Figure 1. I/O nets highlighted (run 1).
Drawn at 3 px/um.
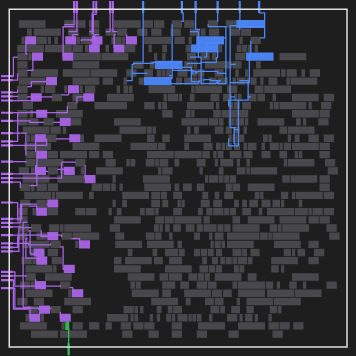
Figure 2. M2 wires (run 1).
Drawn at 3 px/um. Cells faint in the background.
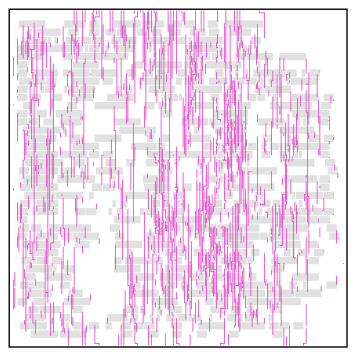
Figure 3. Clock routing (run 1).
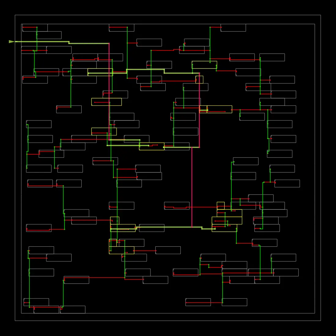
[config.mk]
export PLATFORM = sky130hd
export DESIGN_NAME = instruction_fetch
export DESIGN_NICKNAME = d
export VERILOG_FILES = /design/src/rtl/instruction_fetch.sv
export SDC_FILE = /design/constraint.sdc
export NUM_CORES = 1
export LEC_CHECK = 0
export CORE_MARGIN = 2
export CORE_UTILIZATION = 41
export DETAILED_ROUTE_END_ITERATION = 10
export PLACE_DENSITY_LB_ADDON = 0.15
export SLEW_MARGIN = 20
export SYNTH_ARGS = -nofsm -noshare
export SYNTH_HDL_FRONTEND = slang
export SYNTH_SLANG_ARGS = --single-unit
export TNS_END_PERCENT = 10
[constraint.sdc]
create_clock -name CLK -period 3.7 [get_ports CLK]
set_clock_uncertainty 0.2 [all_clocks]
set_input_delay 0.74 -clock CLK [delete_from_list [all_inputs] [get_ports CLK]]
set_output_delay 0.74 -clock CLK [all_outputs]
set_load 0.02 [all_outputs]
[src/rtl/instruction_fetch.sv]
// ---------------------------------------------------------------------------
// instruction_fetch
//
// Fetch stage of a five-stage pipeline.  Holds the fetch program counter
// (pcF), drives the word address into a 64-word instruction memory, and
// captures the returned word into the IF/ID pipeline register for decode.
//
// Ports
//   CLK         single clock, all state changes on the rising edge
//   RESET       asynchronous, active-high reset
//   StallF      hold the PC and the IF/ID register
//   FlushD      load a bubble into the IF/ID register
//   Redirect    load the PC from RedirectPC (taken branch / jump)
//   RedirectPC  redirect target; bits [1:0] are ignored
//   IA          word address to the instruction memory (pcF[7:2])
//   RD          instruction word returned combinationally by the memory
//   InstrD      registered instruction for decode
//   PCPlus4D    registered fetch PC + 4 for decode
//   ValidD      InstrD holds a real fetched instruction
//   Trap        sticky fetch-range fault
//
// Parameter
//   RESET_PC    word-aligned PC value loaded on reset
//
// Configuration macro
//   FETCH_RANGE_TRAP_EN  when defined, fetching from pcF >= 0x100 (beyond the
//                        64-word memory) raises a sticky Trap, loads a bubble
//                        and freezes the stage until reset.  When undefined,
//                        Trap is constant 0 and addresses alias modulo 64 words.
// ---------------------------------------------------------------------------
module instruction_fetch #(
  parameter logic [31:0] RESET_PC = 32'h0000_0000
) (
  input  logic        CLK,
  input  logic        RESET,
  input  logic        StallF,
  input  logic        FlushD,
  input  logic        Redirect,
  input  logic [31:0] RedirectPC,
  output logic [5:0]  IA,
  input  logic [31:0] RD,
  output logic [31:0] InstrD,
  output logic [31:0] PCPlus4D,
  output logic        ValidD,
  output logic        Trap
);

  // Low two bits are forced to zero so a misaligned parameter cannot put the
  // PC on a non-word boundary.
  localparam logic [31:0] ResetPcAligned = RESET_PC & 32'hFFFF_FFFC;

  logic [31:0] pcF;
  logic [31:0] pcPlus4F;
  logic [31:0] pcNext;
  logic [31:0] redirectTarget;
  logic [31:0] instrNext;
  logic [31:0] pcPlus4Next;
  logic        validNext;
  logic        trapped;
  logic        trapNow;

  // Memory address is simply the word index of the PC; above 0x100 the
  // upper bits are dropped, which gives the wrap-around aliasing.
  assign IA             = pcF[7:2];
  assign pcPlus4F       = pcF + 32'd4;
  assign redirectTarget = RedirectPC & 32'hFFFF_FFFC;

`ifdef FETCH_RANGE_TRAP_EN
  localparam logic [31:0] MemLimit = 32'h0000_0100;

  typedef enum logic {
    FETCH_RUN,
    FETCH_TRAPPED
  } fetchState_t;

  fetchState_t state;
  fetchState_t stateNext;

  // Trap state register; only reset can leave the trapped state.
  always_ff @(posedge CLK or posedge RESET) begin
    if (RESET) begin
      state <= FETCH_RUN;
    end else begin
      state <= stateNext;
    end
  end

  // The trap fires on the first non-stalled edge that would fetch from
  // outside the memory.  trapNow lets that same edge already hold the PC
  // and load a bubble, so the out-of-range word never reaches decode.
  always_comb begin
    stateNext = state;
    trapNow   = 1'b0;
    case (state)
      FETCH_RUN: begin
        if (!StallF && (pcF >= MemLimit)) begin
          trapNow   = 1'b1;
          stateNext = FETCH_TRAPPED;
        end
      end
      FETCH_TRAPPED: begin
        stateNext = FETCH_TRAPPED;
      end
    endcase
  end

  assign trapped = (state == FETCH_TRAPPED);
`else
  assign trapped = 1'b0;
  assign trapNow = 1'b0;
`endif

  assign Trap = trapped;

  // Next-PC selection.  A trap freezes the PC completely; a redirect wins
  // over a stall because the branch outcome must not be lost while decode
  // is held.
  always_comb begin
    pcNext = pcPlus4F;
    if (trapped || trapNow) begin
      pcNext = pcF;
    end else if (Redirect) begin
      pcNext = redirectTarget;
    end else if (StallF) begin
      pcNext = pcF;
    end
  end

  // IF/ID next-value selection.  A flush (or trap) beats a stall so the
  // hazard unit can kill a held instruction.  Redirect by itself does not
  // touch IF/ID; the hazard unit pairs it with FlushD when needed.
  always_comb begin
    instrNext   = InstrD;
    pcPlus4Next = PCPlus4D;
    validNext   = ValidD;
    if (FlushD || trapped || trapNow) begin
      instrNext   = 32'h0000_0000;
      pcPlus4Next = 32'h0000_0000;
      validNext   = 1'b0;
    end else if (!StallF) begin
      instrNext   = RD;
      pcPlus4Next = pcPlus4F;
      validNext   = 1'b1;
    end
  end

  // Fetch PC register.
  always_ff @(posedge CLK or posedge RESET) begin
    if (RESET) begin
      pcF <= ResetPcAligned;
    end else begin
      pcF <= pcNext;
    end
  end

  // IF/ID pipeline register; reset contents are a bubble.
  always_ff @(posedge CLK or posedge RESET) begin
    if (RESET) begin
      InstrD   <= 32'h0000_0000;
      PCPlus4D <= 32'h0000_0000;
      ValidD   <= 1'b0;
    end else begin
      InstrD   <= instrNext;
      PCPlus4D <= pcPlus4Next;
      ValidD   <= validNext;
    end
  end

endmodule

==> metrics.csv, run 1 <==
metric,value,unit
status,completed,
ys_seq_frac,0.491,
num-nonclk-inverters,7,
ys.flops,94,
critPathRequiredTime,3.76,ns
worst_slew_pin_slew,0.890,ns
synth_area_leader_cell,dfrtp_1,
clock_power_share,0.377,
postCtsHoldBufs,0,
max_freq,0.385,GHz
nets,676,
switching_power,728,uW
maxSlewHeadroom,0.402,
cts_root_buffer,clkbuf_16,
antenna_found_initial,0,
area_leaders,"dfrtp_1 49%, mux2i_1 7.1%, xnor2_1 5.8%, nor2_1 5.6%, xor2_1 4.0%",
dpl.cell_count,738,
synthFlopType,dfrtp_1,
dr.pass1.iters,4,
layout-drive-gt1-share,0.0687,
overflow,0,
taps,143,
wl_per_cell,15.3,um
yosysWarnings,0,
syn_area_per_cell,9.58,um^2
sh_comb_area,0.338,
buffers,142,
nFillCells,1049,
grt_pass1_vias,3948,
cts_setup_buffers,0,
intPower,1.93,mW
io_buffers,137,
most_common_cell,dfrtp_1,
startpoint_type,register,
avgViaCountPerCell,5.12,
flop_area,2350,um^2
dieArea,12600,um^2
synthArstFlopShare,1.00,
comb_cells,352,
drt_iter0_drc,193,
fp_util,0.420,
place.gp.congestion,0.880,
stdcell_count,754,
yosys_cells,500,
r2r_cells,6,
worstSkewPairLatency,0.34,ns
period_minus_slack,2.60,ns
netSwitchingFraction,0.274,
r2r_setup_slack,1.10,ns
common_cells,"94 x dfrtp_1, 72 x nor2_1, 49 x nand2_1",
crit_end,PCPlus4D[26]$_DFFE_PP0P_,
critPathLaunch,pcF[2]$_DFFE_PP0N_,
drv_cap,0,
ctsHtreeMaxLevel,3,
slowest_delay,0.71,ns
rsz0062_at_grt,no,
clock_path_buffers,2,
cts_tree,built,
worstPathArrival,2.66,ns
r2r_start,pcF[2]$_DFFE_PP0N_,
seq_share,0.363,
synthesis.nets,570,
ir_worst_vdd,0.000246,V
ys_types,40,
hold_path_depth,2,
endpoint_kind,register,
area_growth,35.3,%
crit_slowest_cell,or4_4,
warnings,28,
dieHeight,112,um
largest_class,flip-flops and latches,
finalSetupViolCount,0,
setup-tns-final,0,ns
power.total,2.66,mW
worstPathCellList,ha_1 -> nand3_2 -> or4_4 -> nor4_2 -> xnor2_1 -> a211oi_1,
ant_nets,0,
grt_max_degree,95,
numCtsBuffers,9,
crit_type,register to register,
slew_viol_final,0,
io_pins,141,
synth_cells,500,
hold_path.class,register to register,
dp.final_hpwl,8060,um
bufAreaShareNonClock,0.217,
drc_errors,0,
cts_resized,0,
period_used_share,0.703,
min_to,PCPlus4D[2]$_DFFE_PP0P_,
r2r-end,PCPlus4D[26]$_DFFE_PP0P_,
powerDensity,410,nW/um^2
leakagePower,2.63,nW
worstHoldStart,PCPlus4D[2]$_DFFE_PP0P_,
comb_power_share,0.176,
clk_share,0.0500,
yosysChipArea,4790,um^2
fp.dieW,112,um
clk_pin_slew,0.07,ns
logic_area,2190,um^2
core_region_area,11400,um^2
seqPwrFrac,0.447,
grt_pass1_wl,19700,um
cp_max_fo,14,
num_antenna_cells,0,
gr-usage-all-layers,0.192,
final-hold-violation-count,0,
clock_buffers,9,
edf_count,0,
rows,39,
syn_area,4790,um^2
synth_top_area_share,0.491,
-- Figure 1 (at the start) --
Key: blue = `IA` [bits 6, direction output, edge top, end cells 6, buffers 6, wire 362 um]; green = `Trap` [bits 1, direction output, edge bottom, end cells 1, buffers 0, wire 5.60 um]; purple = `RD` [bits 32, direction input, edge 26 left, 6 top, end cells 32, buffers 32, wire 549 um]

-- Figure 2 (at the start) --
The wires run mostly vertical. 539 nets have wire on it. The longest straight run is 58.1 um.
final WL: 11600 um
GRT met2 Usage: 0.305
via count: 3862

-- Figure 3 (at the start) --
sequential cells: 94
clock sinks: 94

## run 1: power by group through the flow
stage               clock, mW  combinational (mW)  sequential, mW
global route             1.08               0.515            1.20
CTS                      1.03               0.477            1.19
global placement            0               0.470            1.20
floorplan                   0               0.236            1.23
finish                   1.00               0.469            1.19
detailed placement          0               0.474            1.20
## run 1: logic make-up (layout without fill, tap and decap cells)
logic type      after synthesis  in the layout  synth area share
simple gates                198            198             0.204
flops                        94             94             0.491
compound gates               64             64            0.0802
xor+xnor                     54             54            0.0987
buf+inv                      54            165            0.0514
mux                          34             34            0.0710
fa+ha+maj                     1              1           0.00261
other cells                   1              1          0.000783
## run 1: metal layers
metal  vias to the layer above  track usage  share of wire
met2                       128        0.305           0.46
met1                      1811        0.255           0.45
met3                        11       0.0751          0.086
met5                         -            0              0
li1                       1912            -              -
met4                         0       0.0366         0.0093
## run 1: sequential cells by signal, indices dropped and copies added (netlist names)
register and flops:
pcF 30, ValidD 1, InstrD 32, PCPlus4D 31
## run 1: worst max-delay path: cells and delay by family (launching register included)
family	cells	cell delay, ns
xor+xnor	1	0.14
flops	1	0.46
compound gates	1	0.23
simple gates	3	1.22
fa+ha+maj	1	0.26
## run 1: placed cells by master (no fill, tap or decap), types with 9 or more instances in the layout
cell type,instances
a211oi_1,16
clkbuf_16,9
nand2_1,49
o21ai_0,28
xor2_1,22
nand4_1,18
mux2i_1,34
a21oi_1,11
nand3_1,17
clkdlybuf4s50_1,134
dfrtp_1,94
xnor2_1,32
nor2_1,72
## run 1: stage by stage
step	area (um^2)	util	hold WS, ns	setup slack [ns]
after detailed placement	6160	0.539	0.309	1.03
after floorplan	4790	-	0.368	0.311
final	6480	0.568	0.319	1.10
after global placement	6160	0.539	0.295	1.09
after CTS	6480	0.568	0.329	1.11
after global routing	6480	0.568	0.354	0.932
==> run 2: changes to the inputs <==
==> constraint.sdc (replaced) <==
create_clock -name CLK -period 2.5 [get_ports CLK]
set_clock_uncertainty 0.2 [all_clocks]
set_input_delay 0.5 -clock CLK [delete_from_list [all_inputs] [get_ports CLK]]
set_output_delay 0.5 -clock CLK [all_outputs]
set_load 0.02 [all_outputs]
==> metrics.csv, run 2 <==
metric,value,unit,change
rows,39,,unchanged
critPathTopFamily,simple AND/OR/NAND/NOR gates,,
cts.sinks,94,,unchanged
fp.dieW,112,um,unchanged
most_common_cell,dfrtp_1,,
slew_viol_final,0,,unchanged
dr.pass1.iters,7,,+3
clock_path_buffers,2,,unchanged
gr-usage-all-layers,0.193,,about the same
io_pins,141,,unchanged
final_cell_mix,"134 x clkdlybuf4s50_1, 94 x dfrtp_1, 72 x nor2_1",,
drc_errors,0,,unchanged
warnings,28,,unchanged
startpoint_type,register,,
synthFlopType,dfrtp_1,,
rsz0062_at_grt,no,,
place_ws,0.126,ns,-0.903 ns
overflow,0,,unchanged
wl_per_cell,15.3,um,about the same
common_cells,"94 x dfrtp_1, 72 x nor2_1, 49 x nand2_1",,
crit_end,PCPlus4D[26]$_DFFE_PP0P_,,
nFillCells,1070,,+2.0%
area_growth,37.6,%,
finalSetupViolCount,0,,unchanged
r2r_cells,6,,unchanged
syn_area_per_cell,9.58,um^2,unchanged
core_region_area,11400,um^2,unchanged
final-hold-violation-count,0,,unchanged
worstSkewPairLatency,0.34,ns,about the same
r2r_start,pcF[3]$_DFFE_PP0N_,,
dp.final_hpwl,8230,um,+2.2%
ir_worst_vdd,0.000338,V,+37%
hold_path.class,register to register,,
mostFrequentLayoutCell,clkdlybuf4s50_1,,
yosys_cells,500,,unchanged
endpoint_kind,register,,
status,completed,,
largest_reg_flops,32,,unchanged
regMostFlops,InstrD,,
postCtsHoldBufs,0,,unchanged
powerDensity,583,nW/um^2,+42%
dieHeight,112,um,unchanged
yosysChipArea,4790,um^2,unchanged
clk_pin_slew,0.06,ns,about the same
layout-drive-gt1-share,0.0835,,+0.0147
r2r-end,PCPlus4D[26]$_DFFE_PP0P_,,
cts_resized,0,,unchanged
ant_nets,0,,unchanged
crit_type,register to register,,
worst_slew_pin_slew,0.562,ns,-0.327 ns
worstPathArrival,2.36,ns,-0.30 ns
leakagePower,2.71,nW,+2.9%
ctsHtreeMaxLevel,3,,unchanged
nets,690,,+2.1%
drt_iter0_drc,154,,-20%
top_regs,"InstrD x32, PCPlus4D x31, pcF x30",,
crit_slowest_cell,or4_4,,
place.gp.congestion,0.906,,+2.9%
cts_root_buffer,clkbuf_16,,
worstPathCellList,ha_1 -> nand3_2 -> or4_4 -> nor4_2 -> xnor2_1 -> a211oi_1,,
r2r_setup_slack,0.19,ns,-0.91 ns
drv_cap,0,,unchanged
critPathRequiredTime,2.55,ns,-1.21 ns
worstHoldStart,PCPlus4D[4]$_DFFE_PP0P_,,
setup_ws,0.185,ns,-0.914 ns
fp_util,0.420,,unchanged
cts_setup_buffers,0,,unchanged
yosysWarnings,0,,unchanged
cp_max_fo,14,,unchanged
syn_area,4790,um^2,unchanged
period_used_share,0.926,,+0.223
min_to,PCPlus4D[4]$_DFFE_PP0P_,,
avgViaCountPerCell,5.06,,-1.1%
io_buffers,137,,unchanged
synth_top_area_share,0.491,,unchanged
antenna_found_initial,0,,unchanged
dieArea,12600,um^2,unchanged
ys.flops,94,,unchanged
area_leaders,"dfrtp_1 49%, mux2i_1 7.1%, xnor2_1 5.8%, nor2_1 5.6%, xor2_1 4.0%",,
grt_pass1_wl,19600,um,-0.42%
slowest_delay,0.63,ns,-0.08 ns
cts_tree,built,,
path_depth,6,,unchanged
synth_cells,500,,unchanged
synthesis.nets,570,,unchanged
setup-tns-final,0,ns,unchanged
max_freq,0.432,GHz,+12%
cp_num_buf_inv,0,,unchanged
num_antenna_cells,0,,unchanged
synth_area_leader_cell,dfrtp_1,,
period_minus_slack,2.31,ns,-0.286 ns
maxSlewHeadroom,0.625,,+0.223
grt_pass1_vias,3907,,-1.0%
critPathLaunch,pcF[3]$_DFFE_PP0N_,,
hold_path_depth,2,,unchanged
synthArstFlopShare,1.00,,unchanged
edf_count,0,,unchanged
ys_types,40,,unchanged
ys_seq_frac,0.491,,unchanged
grt_max_degree,65,,-32%
run 2: cell counts after synthesis:
No cell type changed its count.
run 2: metal layers:
layer  vias up  routed length [um]  GRT usage
li1       1934                   -          -
met1      1808                5480      0.261
met2       121                5270      0.301
met3        16                 821     0.0486
met4         0                 180     0.0699
met5         -                   0          0
run 2: kinds of logic (layout without fill, tap and decap cells):
kind of cell | Yosys count | count (layout) | synth area share
AND/OR/NAND/NOR | 198 | 198 | 0.204
flip-flops | 94 | 94 | 0.491
AND-OR/OR-AND | 64 | 64 | 0.0802
XOR/XNOR | 54 | 54 | 0.0987
buffers and inverters | 54 | 177 | 0.0514
multiplexers | 34 | 34 | 0.0710
adder cells (fa/ha/maj) | 1 | 1 | 0.00261
other | 1 | 1 | 0.000783
run 2: cell type report:
cell class,count,area (um^2),share of cell area
Clock buffer,13,260,0.0395
Timing Repair Buffer,156,1550,0.235
Tap cell,143,179,0.0271
Inverter,7,30.0,0.00455
Multi-Input combinational cell,352,2190,0.333
Clock inverter,1,30.0,0.00455
Sequential cell,94,2350,0.357
run 2: report_power, final:
group,internal (mW),switching [mW]
clock,0.820,0.541
combinational,0.375,0.371
sequential,1.63,0.106
run 2: stage by stage:
stage | hold slack (ns) | total power, mW | cells | utilization | area [um^2]
after floorplan | 0.368 | 2.16 | 500 | - | 4800
after global placement | 0.297 | 2.50 | 752 | 0.552 | 6300
after detailed placement | 0.311 | 2.52 | 752 | 0.552 | 6300
after CTS | 0.320 | 3.89 | 766 | 0.577 | 6590
after global routing | 0.341 | 4.03 | 766 | 0.577 | 6590
final | 0.315 | 3.85 | 766 | 0.577 | 6590
run 2: tightest hold or removal path, stage by stage, from the launching register on:
cell	delay, ns
dfrtp_1	0.37
nand2_1	0.06
a21oi_1	0.05
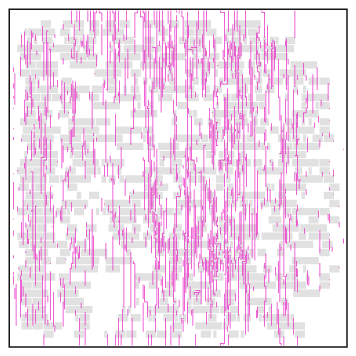
Figure 4: run 2, M2 wires.
Drawn at 3 px/um. Cells faint in the background.
542 nets have wire on it. The longest straight run is 51.0 um.
via count: 3879
GRT met2 Usage: 0.301
final WL: 11800 um

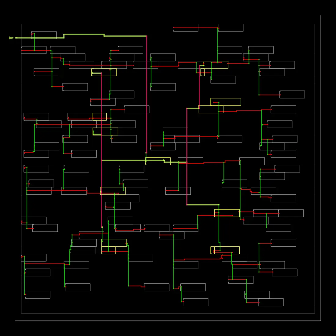
Figure 5: run 2, clock routing.
clock group power: 1.36 mW
TritonCTS Buffers: 9

==> run 3: changes to the inputs <==
--- a/config.mk
+++ b/config.mk
@@ -5,9 +5,11 @@
 export SDC_FILE = /design/constraint.sdc
 export NUM_CORES = 1
 export LEC_CHECK = 0
+export CORE_ASPECT_RATIO = 0.5
 export CORE_MARGIN = 2
 export CORE_UTILIZATION = 41
 export DETAILED_ROUTE_END_ITERATION = 10
+export GPL_TIMING_DRIVEN = 0
 export PLACE_DENSITY_LB_ADDON = 0.15
 export SLEW_MARGIN = 20
 export SYNTH_ARGS = -nofsm -noshare
==> metrics.csv, run 3 <==
metric,value,unit,change
adder_share,0.00261,,unchanged
nets,719,,+4.2%
ys.flops,94,,unchanged
clock_path_buffers,2,,unchanged
numCtsBuffers,9,,unchanged
r2r_cells,7,,+1
synthesis.nets,570,,unchanged
cts_tree,built,,
place_ws,-0.531,ns,-0.658 ns
r2r_setup_slack,0.08,ns,-0.10 ns
final_area,6800,um^2,+3.1%
rsz0062_at_grt,yes,,
area_leaders,"dfrtp_1 49%, mux2i_1 7.1%, xnor2_1 5.8%, nor2_1 5.6%, xor2_1 4.0%",,
ir_worst_vdd,0.000272,V,-20%
warnings,30,,+7.1%
most_common_cell,dfrtp_1,,
rows,27,,-31%
crit_slowest_cell,or4_4,,
logic_family,simple AND/OR/NAND/NOR gates,,
worstHoldStart,PCPlus4D[2]$_DFFE_PP0P_,,
drc_errors,0,,unchanged
layout-drive-gt1-share,0.0934,,+0.00995
muxShareOfSynthArea,0.0710,,unchanged
cts.sinks,94,,unchanged
io_pins,141,,unchanged
core_region_area,11200,um^2,-2.1%
endpoint_kind,register,,
ys_types,40,,unchanged
powerDensity,601,nW/um^2,+3.0%
worst_slew_pin_slew,0.621,ns,+0.0589 ns
final-hold-violation-count,0,,unchanged
fp_util,0.429,,+0.00888
dp.final_hpwl,9460,um,+15%
top_regs,"InstrD x32, PCPlus4D x31, pcF x30",,
worstPathArrival,2.43,ns,+0.07 ns
hold_path.class,register to register,,
r2r_start,pcF[11]$_DFFE_PP0N_,,
period_used_share,0.966,,+0.0406
largest_reg_flops,32,,unchanged
grt_pass1_vias,4099,,+4.9%
clk_pin_slew,0.06,ns,about the same
dieHeight,80.4,um,-28%
logic_area,2230,um^2,+1.8%
synth_top_area_share,0.491,,unchanged
dpl.cell_count,797,,+6.0%
area_growth,41.9,%,
flop_area,2350,um^2,+0.11%
dpl_cell_area,6410,um^2,+1.7%
synthAoiAreaFrac,0.0802,,unchanged
whs,0.315,ns,+0.000247 ns
ant_nets,0,,unchanged
crit_type,register to register,,
regMostFlops,InstrD,,
drv_cap,0,,unchanged
io_buffers,135,,-1.5%
finalSetupViolCount,0,,unchanged
cts_setup_buffers,0,,unchanged
edf_count,0,,unchanged
num_antenna_cells,0,,unchanged
r2r-end,pcF[28]$_DFFE_PP0N_,,
hold_path_depth,2,,unchanged
leakagePower,2.77,nW,+2.4%
yosysWarnings,0,,unchanged
slowest_delay,0.59,ns,-0.04 ns
dr.pass1.iters,4,,-3
simple_gate_share,0.204,,unchanged
fp.dieW,157,um,+40%
wl_met1,6060,um,+11%
place.gp.congestion,0.843,,-6.9%
startpoint_type,register,,
synth_cells,500,,unchanged
setup_ws,0.0839,ns,-0.101 ns
period_minus_slack,2.42,ns,+0.101 ns
worstSkewPairLatency,0.34,ns,about the same
mostFrequentLayoutCell,clkdlybuf4s50_1,,
crit_end,pcF[28]$_DFFE_PP0N_,,
avgViaCountPerCell,5.03,,-0.70%
yosysChipArea,4790,um^2,unchanged
syn_area,4790,um^2,unchanged
maxSlewHeadroom,0.584,,-0.0408
syn_area_per_cell,9.58,um^2,unchanged
stdcell_count,812,,+6.0%
xor_area_frac,0.0987,,unchanged
min_to,PCPlus4D[2]$_DFFE_PP0P_,,
synthArstFlopShare,1.00,,unchanged
dieArea,12600,um^2,+0.42%
cp_max_fo,10,,-4
critPathLaunch,pcF[11]$_DFFE_PP0N_,,
common_cells,"94 x dfrtp_1, 72 x nor2_1, 49 x nand2_1",,
critPathRequiredTime,2.51,ns,-0.04 ns
ys_seq_frac,0.491,,unchanged
gr-usage-all-layers,0.216,,+0.0234
slew_viol_final,0,,unchanged
synth_area_leader_cell,dfrtp_1,,
cts_root_buffer,clkbuf_16,,
max_freq,0.414,GHz,-4.2%
grt_pass1_wl,20900,um,+6.7%
final_cell_mix,"135 x clkdlybuf4s50_1, 92 x dfrtp_1, 72 x nor2_1",,
wl_per_cell,15.8,um,+3.1%
ctsHtreeMaxLevel,3,,unchanged
grt_max_degree,33,,-49%
yosys_cells,500,,unchanged
overflow,0,,unchanged
wl_met2,5890,um,+12%
dr_wl_met3,766,um,-6.7%
status,completed,,
worstPathCellList,clkbuf_1 -> nand2_1 -> or4_4 -> buf_6 -> nor4_2 -> xnor2_1 -> o21ai_1,,
nFillCells,1004,,-6.2%
drt_iter0_drc,232,,+51%
synthFlopType,dfrtp_1,,
top_layer,met4,,
antenna_found_initial,1,,+1
==> run 3: power by group <==
part | leakage, nW | total, mW | internal (mW) | switching [mW]
Clock | 0.161 | 1.57 | 0.972 | 0.595
Combinational | 1.40 | 0.794 | 0.387 | 0.407
Sequential | 1.21 | 1.72 | 1.63 | 0.0929
Total | 2.77 | 4.09 | 2.99 | 1.09
==> run 3: per-layer routing <==
layer / up-vias / track usage
li1: 1980 / -
met1: 1988 / 0.286
met2: 101 / 0.341
met3: 14 / 0.0712
met4: 0 / 0.0587
met5: - / 0
==> run 3: what timing repair did <==
| action | CTS | global route |
|---|---|---|
| endpoints found under the setup margin | 43 | 39 |
| hold buffers | 0 | 0 |
| pin swaps | 1 | 1 |
| gates resized | 5 | 11 |
==> run 3: final cells by class <==
class | instances | area share
Buffer | 47 | 0.0335
Clock buffer | 9 | 0.0331
Clock inverter | 6 | 0.0164
Inverter | 7 | 0.00442
Multi-Input combinational cell | 352 | 0.328
Sequential cell | 94 | 0.346
Tap cell | 159 | 0.0293
Timing Repair Buffer | 138 | 0.209
==> run 3: stage by stage <==
stage,utilization,TNS (ns),total power [mW]
global placement,0.568,-53.71,2.52
detailed placement,0.574,-19.17,2.54
finish,0.608,0,4.09
CTS,0.605,-0.0977,4.11
floorplan,-,0,2.16
global route,0.608,-0.0186,4.26
==> run 3: critical path: cells and delay by family, from the launching register on <==
kind	cells	cell delay (ns)
AND/OR/NAND/NOR	3	1.05
buffers and inverters	2	0.46
flip-flops	1	0.32
XOR/XNOR	1	0.17
AND-OR/OR-AND	1	0.07
==> run 3: cells by family after synthesis <==
kind of cell	after synthesis
compound gates	64
xor+xnor	54
fa+ha+maj	1
buf+inv	54
flops	94
mux	34
other cells	1
simple gates	198
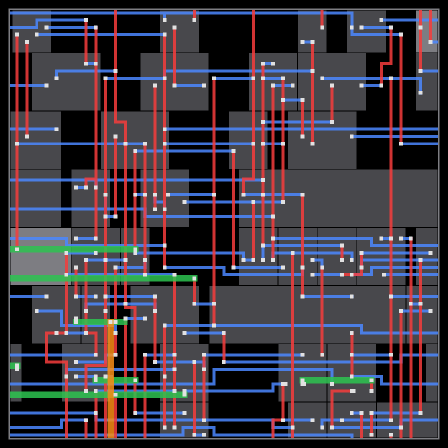
Figure 6: run 3, zoomed window.
Window x 108 to 128, y 50 to 70 um. Cells in gray, sequential cells in the stronger gray; small squares are vias.
Key: blue = met1; orange = met4; red = met2; green = met3
34 logic cells have their middle in the window. Sequential cells in the window: 0. Most frequent: nand3_1 (7), nand4_1 (6), xor2_1 (5).

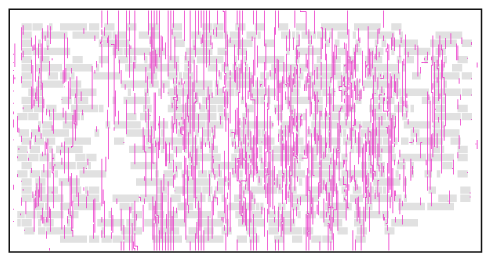
Figure 7: run 3, M2 wires.
Drawn at 3 px/um. Cells faint in the background.
The layer holds 46% of the routed length. The layer carries 5890 um of wire. 612 nets have wire on it. The wires run mostly vertical. The longest straight run is 37.7 um.
final WL: 12800 um
via count: 4083
GRT met2 Usage: 0.341


==> gallery <==
Wiring by layer.
Drawn at 4 px/um. Two of the layers only.
shot_01.png
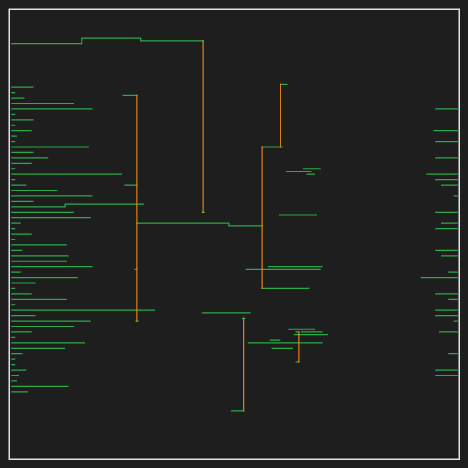
shot_02.png
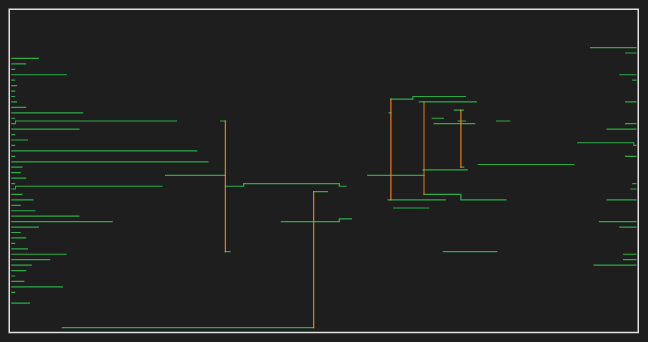
shot_03.png
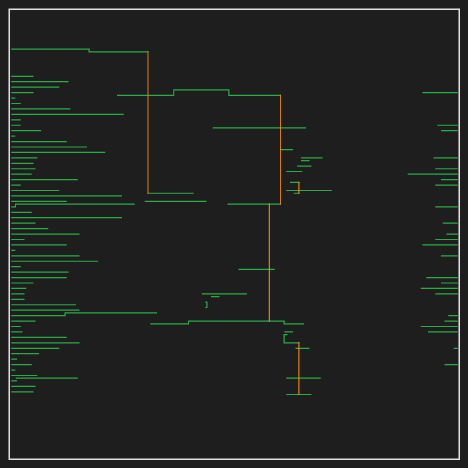
| from | picture |
|---|---|
| run 2 | shot_01.png |
| run 1 | shot_03.png |
| run 3 | shot_02.png |

Key to shot_02.png:
Key: orange = met4 [wire length 129 um]; green = met3 [wire length 767 um]

Power figures rest on the tool's default switching activity, not on a simulated workload.
